`config.mk`:
```
export PLATFORM = sky130hd
export DESIGN_NAME = multicycle_control_unit_flat
export DESIGN_NICKNAME = d
export VERILOG_FILES = /design/src/rtl/multicycle_control_unit_if.sv /design/src/rtl/multicycle_control_unit.sv /design/src/flat_wrapper.sv
export SDC_FILE = /design/constraint.sdc
export NUM_CORES = 1
export LEC_CHECK = 0
export CAP_MARGIN = 10
export CORE_ASPECT_RATIO = 0.9
export CORE_MARGIN = 2
export CORE_UTILIZATION = 44
export DETAILED_ROUTE_END_ITERATION = 10
export HOLD_SLACK_MARGIN = 0.1
export PLACE_DENSITY = 0.83
export SKIP_CTS_REPAIR_TIMING = 1
export SYNTH_ARGS = -nofsm -noshare
export SYNTH_HDL_FRONTEND = slang
export SYNTH_SLANG_ARGS = --single-unit
```
`constraint.sdc`:
```
create_clock -name clock -period 5.4 [get_ports clock]
set_clock_uncertainty 0.1 [all_clocks]
set_input_delay 0.54 -clock clock [delete_from_list [all_inputs] [get_ports clock]]
set_output_delay 0.54 -clock clock [all_outputs]
set_load 0.01 [all_outputs]
```
`src/rtl/multicycle_control_unit_if.sv`:
```
// Instruction-memory fetch port: request/valid handshake between the control unit
// (master) and the program memory (slave).
interface multicycle_control_unit_if #(
   parameter int PC_W = 8
);
   logic            imem_req;
   logic [PC_W-1:0] imem_addr;
   logic            imem_valid;
   logic [31:0]     imem_rdata;

   modport master (output imem_req, imem_addr, input  imem_valid, imem_rdata);
   modport slave  (input  imem_req, imem_addr, output imem_valid, imem_rdata);
endinterface

```
`src/rtl/multicycle_control_unit.sv`:
```
// Multi-cycle FETCH/DECODE/EXECUTE control unit: fetches instructions over a
// request/valid port, drives datapath controls and resolves flag-conditional branches.
module multicycle_control_unit #(
   parameter int          DATA_W   = 16,
   parameter int          REG_AW   = 3,
   parameter int          PC_W     = 8,
   parameter int unsigned RESET_PC = 0
) (
   input  logic                   clock,
   input  logic                   reset_n,
   multicycle_control_unit_if.master imem,
   input  logic                   zero_flag,
   input  logic                   pos_flag,
   output logic [REG_AW-1:0]      rs_addr,
   output logic [REG_AW-1:0]      rt_addr,
   output logic [REG_AW-1:0]      rd_addr,
   output logic [DATA_W-1:0]      imm_data,
   output logic [3:0]             alu_sel,
   output logic                   imm_sel,
   output logic                   rf_write,
   output logic                   mem_write,
   output logic [PC_W-1:0]        pc,
   output logic                   halted,
   output logic                   illegal_op
);

   typedef enum logic [1:0] {S_FETCH, S_DECODE, S_EXECUTE, S_HALT} state_t;

   typedef enum logic [3:0] {
      OP_NOP = 4'd0, OP_ALU, OP_ALUI, OP_LI, OP_ST, OP_BZ, OP_BP, OP_JMP, OP_HALT
   } opcode_e;

   state_t          state;
   logic [3:0]      opcode;
   logic            flag_z;
   logic            flag_p;
   logic            req_q;
   logic            writes_rf;
   logic            take_branch;
   logic [PC_W-1:0] branch_off;
   logic            unused_rd_bits;

   assign imem.imem_req  = req_q;
   assign imem.imem_addr = pc;

   // Only the low REG_AW bits of each register byte are meaningful.
   assign unused_rd_bits = ^imem.imem_rdata[23:16];

   // Size cast of a signed operand sign-extends (or truncates) the branch offset to PC_W.
   assign branch_off = PC_W'($signed(imm_data[15:0]));

   // NOTE: every always_comb output gets a default before the case, so no latch is inferred.
   always_comb begin
      writes_rf   = 1'b0;
      take_branch = 1'b0;
      case (opcode)
         OP_ALU, OP_ALUI, OP_LI: writes_rf   = 1'b1;
         OP_BZ:                  take_branch = flag_z;
         OP_BP:                  take_branch = flag_p;
         OP_JMP:                 take_branch = 1'b1;
         default:                ;
      endcase
   end

   // NOTE: all state and registered outputs clear asynchronously, so strobes and imem_req
   // drop the instant reset_n falls rather than waiting for a clock edge.
   always_ff @(posedge clock or negedge reset_n) begin
      if (!reset_n) begin
         state      <= S_FETCH;
         pc         <= PC_W'(RESET_PC);
         opcode     <= OP_NOP;
         flag_z     <= 1'b0;
         flag_p     <= 1'b0;
         req_q      <= 1'b0;
         rs_addr    <= '0;
         rt_addr    <= '0;
         rd_addr    <= '0;
         imm_data   <= '0;
         alu_sel    <= 4'h0;
         imm_sel    <= 1'b0;
         rf_write   <= 1'b0;
         mem_write  <= 1'b0;
         illegal_op <= 1'b0;
         halted     <= 1'b0;
      end else begin
         // NOTE: strobes default low each cycle so they can only ever be one cycle wide.
         rf_write   <= 1'b0;
         mem_write  <= 1'b0;
         illegal_op <= 1'b0;
         case (state)
            S_FETCH: begin
               if (!req_q) begin
                  req_q <= 1'b1;
               end else if (imem.imem_valid) begin
                  req_q    <= 1'b0;
                  opcode   <= imem.imem_rdata[31:28];
                  rd_addr  <= imem.imem_rdata[16 +: REG_AW];
                  rs_addr  <= imem.imem_rdata[8 +: REG_AW];
                  rt_addr  <= imem.imem_rdata[0 +: REG_AW];
                  imm_data <= DATA_W'($signed(imem.imem_rdata[15:0]));
                  case (imem.imem_rdata[31:28])
                     OP_ALU: begin
                        alu_sel <= imem.imem_rdata[27:24];
                        imm_sel <= 1'b0;
                     end
                     OP_ALUI: begin
                        alu_sel <= imem.imem_rdata[27:24];
                        imm_sel <= 1'b1;
                     end
                     OP_LI: begin
                        alu_sel <= 4'hF;
                        imm_sel <= 1'b1;
                     end
                     default: begin
                        alu_sel <= 4'h0;
                        imm_sel <= 1'b0;
                     end
                  endcase
                  state <= S_DECODE;
               end
            end
            S_DECODE: begin
               rf_write   <= writes_rf;
               mem_write  <= (opcode == OP_ST);
               illegal_op <= (opcode > OP_HALT);
               state      <= S_EXECUTE;
            end
            S_EXECUTE: begin
               // Flags are captured only from ALU-producing instructions.
               if (writes_rf) begin
                  flag_z <= zero_flag;
                  flag_p <= pos_flag;
               end
               if (opcode == OP_HALT) begin
                  halted <= 1'b1;
                  state  <= S_HALT;
               end else begin
                  pc    <= take_branch ? pc + branch_off : pc + PC_W'(1);
                  req_q <= 1'b1;
                  state <= S_FETCH;
               end
            end
            S_HALT:  ;
            default: state <= S_FETCH;
         endcase
      end
   end

endmodule

```
`src/flat_wrapper.sv`:
```
// flat-port wrapper written by rule: the top's interface ports become plain ports
module multicycle_control_unit_flat 
#(
   parameter int          DATA_W   = 16,
   parameter int          REG_AW   = 3,
   parameter int          PC_W     = 8,
   parameter int unsigned RESET_PC = 0
)
  (clock, reset_n, zero_flag, pos_flag, rs_addr, rt_addr, rd_addr, imm_data, alu_sel, imm_sel, rf_write, mem_write, pc, halted, illegal_op, imem_imem_req, imem_imem_addr, imem_imem_valid, imem_imem_rdata);
  multicycle_control_unit_if #(.PC_W(PC_W)) imem_i ();
  input  logic clock;
  input  logic reset_n;
  input  logic zero_flag;
  input  logic pos_flag;
  output logic [REG_AW-1:0] rs_addr;
  output logic [REG_AW-1:0] rt_addr;
  output logic [REG_AW-1:0] rd_addr;
  output logic [DATA_W-1:0] imm_data;
  output logic [3:0] alu_sel;
  output logic imm_sel;
  output logic rf_write;
  output logic mem_write;
  output logic [PC_W-1:0] pc;
  output logic halted;
  output logic illegal_op;
  output wire logic [$bits(imem_i.imem_req)-1:0] imem_imem_req;
  output wire logic [$bits(imem_i.imem_addr)-1:0] imem_imem_addr;
  input wire logic [$bits(imem_i.imem_valid)-1:0] imem_imem_valid;
  input wire logic [$bits(imem_i.imem_rdata)-1:0] imem_imem_rdata;
  assign imem_imem_req = imem_i.imem_req;
  assign imem_imem_addr = imem_i.imem_addr;
  assign imem_i.imem_valid = imem_imem_valid;
  assign imem_i.imem_rdata = imem_imem_rdata;
  multicycle_control_unit #(.DATA_W(DATA_W), .REG_AW(REG_AW), .PC_W(PC_W), .RESET_PC(RESET_PC)) u_core (.clock(clock), .reset_n(reset_n), .imem(imem_i), .zero_flag(zero_flag), .pos_flag(pos_flag), .rs_addr(rs_addr), .rt_addr(rt_addr), .rd_addr(rd_addr), .imm_data(imm_data), .alu_sel(alu_sel), .imm_sel(imm_sel), .rf_write(rf_write), .mem_write(mem_write), .pc(pc), .halted(halted), .illegal_op(illegal_op));
endmodule
```
### Logic cells by family

Drawn at 4 px/µm.
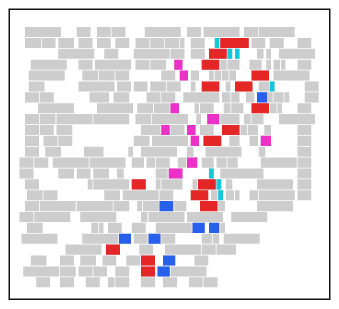
blue -> AND-OR and OR-AND gates  # cells 8, most used a22o_1, where bottom middle
red -> adder and majority cells  # cells 16, most used ha_1
cyan -> inverters  # cells 7, most used inv_1
magenta -> AND and OR gates  # cells 10, most used and2_1

### Cell placement

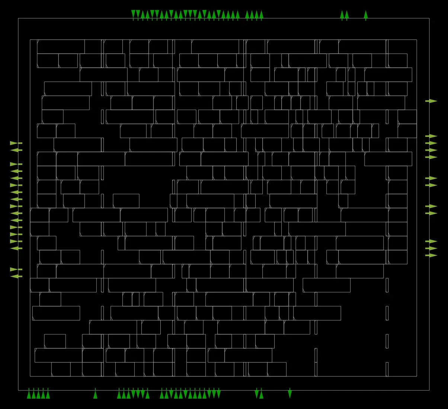
FILL cells: 390
Finished Layout Cells: 330
final core utilization: 64.3%
core area: 0.00489 mm²

### Close-up of the layout

Region (25, 21) to (55, 51) µm. Cells in grey, sequential cells in the stronger grey; small squares are vias.
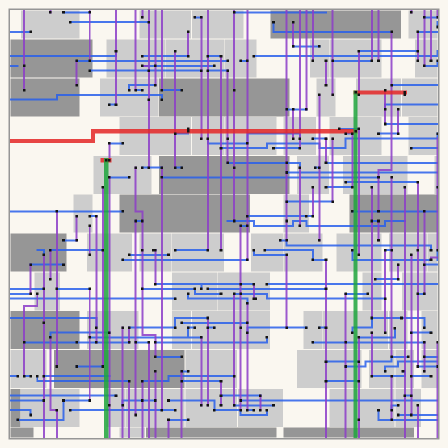
red -> met3
blue -> met1
purple -> met2
green -> met4
sequential cells in the window = 9
most frequent = dfrtp_1 (9), mux2_2 (8), clkdlybuf4s50_1 (6)
cells with their middle in the window = 64
netlist names of flops here include = u_core.imm_data (4), u_core.opcode (3), u_core.imem.imem_addr (2)

### Wire density map

Drawn at 3 px/µm. The die is cut into 16 by 14 equal tiles; dark purple is low, yellow is high, scaled to the fullest tile. Values are wire area over tile area, all layers added.
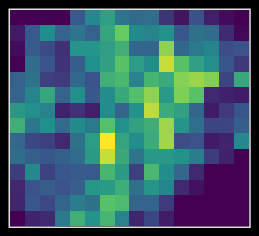
tiles over half the peak = 29%
fullest tile = 0.36
mean over tiles = 0.13
densest ninth of the die = middle
emptiest ninth of the die = bottom right
nearly empty tiles = 11%

### Signal wires by layer

Drawn at 4 px/µm. Only two layers are drawn.
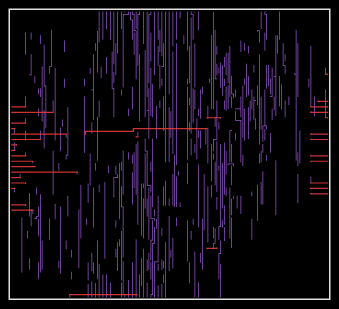
purple -> met2  # wire length 2,430 µm
red -> met3  # wire length 181 µm

==> CHANGELOG.md <==
### Implementation results

- Outcome: completed
- Syn Inst Count: 194
- First-pass GRT wire length: 7.68 mm
- Comb area share: 31.3%
- Area delta synth->final: 38.6%
- Synth Area in Adders: 8.71%
- Seq area share: 35.8%
- Hold slack: 0.299 ns
- Worst Hold Class: input pin to async pin
- Leak: 1.37 nW
- Biggest Area Class: registers
- Placed Instances: 323
- Commonest cells in the netlist: 45 x dfrtp_1, 25 x mux2_2, 16 x nand2_1
- Syn Nets: 243
- Psw: 0.596 mW
- Number of global-route vias before repair: 1,625
- Top pwr grp: combinational logic
- H-tree depth: 2
- XOR Share, Synth: 1.54%
- WP data arrival: 2.81 ns
- Initial antenna violation count: 0
- Critical path peak fanout: 9
- ClkCell Share: 3.30%
- GRT Overall Usage: 17.7%
- Top non-seq family: multiplexers
- Clock buffer depth: 2
- Grt met1 use: 22.0%
- Count of library flops with an enable pin: 0
- First-pass detailed-route iteration total: 4
- Met3 usage: 3.36%
- Post-synth mux share: 12.8%
- Storage element area: 0.00113 mm²
- Multi-input gate count: 123
- Final setup violation count: 0
- Sequential Power Share: 35.6%
- FMAX: 375 MHz
- Asr flop ratio synth: 100%
- Clock-net power: 0.244 mW
- Worst EP required: 5.54 ns
- Top cell type's share of synthesized area: 49.6%
- Largest net degree at the start of global routing: 46
- Mapped Avg Cell Area: 11.7 µm²
- Comb power: 0.883 mW
- Synth flops: 45
- Worst skew pair latency: 0.29 ns
- Via count: 1,628
- R2r startpoint: u_core.opcode[1]$_DFFE_PN0P_
- Top Usage Layer GRT: met2
- Sw Ratio: 34.1%
- Buffer share of cell area: 26.2%
- Slew @ Worst Pin: 0.992 ns
- Detailed placer's ending HPWL: 3.62 mm
- RR Endpoint: u_core.imem.imem_addr[6]$_DFFE_PN0P_
- Relative slew slack: 33.8%
- Startpoint types: flip-flop
- Ys flop type: dfrtp_1
- Reg with most FFs: u_core.imm_data
- Final instance area: 0.00315 mm²
- Total power: 1.75 mW
- Commonest non-fill, non-tap cells in the layout: 81 x clkdlybuf4s50_1, 45 x dfrtp_1, 25 x mux2_2
- Gate power share: 50.4%
- Site Rows: 24
- Final Hold Vio Count: 0
- Die width: 79.7 µm
- Share of post-route cells with drive strength above 1: 13.6%
- Nonclk inv count: 7
- Number of OpenROAD warnings: 34
- Final Net Count: 314
- CP Capture Point: u_core.imem.imem_addr[6]$_DFFE_PN0P_
- Slew Viols, Final: 0
- Post-synth area hogs: dfrtp_1 50%, mux2_2 12%, ha_1 6.1%
- Flip-flops: 45
- CTS tree: done
- Signal buffers: 83
- P_int: 1.15 mW
- Critical Path End Type: flip-flop
- TritonCTS buffer count: 5
- Crit path launch: u_core.opcode[1]$_DFFE_PN0P_
- Cell Area, Placed: 0.00304 mm²
[per-layer routing]
metal | share of wire, % | routed length, µm | up-vias
li1 | - | - | 806
met1 | 44 | 2080 | 782
met2 | 51 | 2430 | 35
met3 | 3.8 | 181 | 5
met4 | 1.5 | 72 | 0
met5 | 0 | 0 | -
[critical path: stages (launching register included)]
cell and delay, ns:
dfrtp_1 0.45, o21ai_0 0.15, a21oi_2 0.31, nand2b_1 0.10
ha_1 0.20, inv_1 0.07, fa_1 0.21, nor2b_1 0.06
o21ai_0 0.21, a21boi_0 0.18, or4_1 0.49, nand3_1 0.09
Power is estimated from default activity; no workload was simulated.
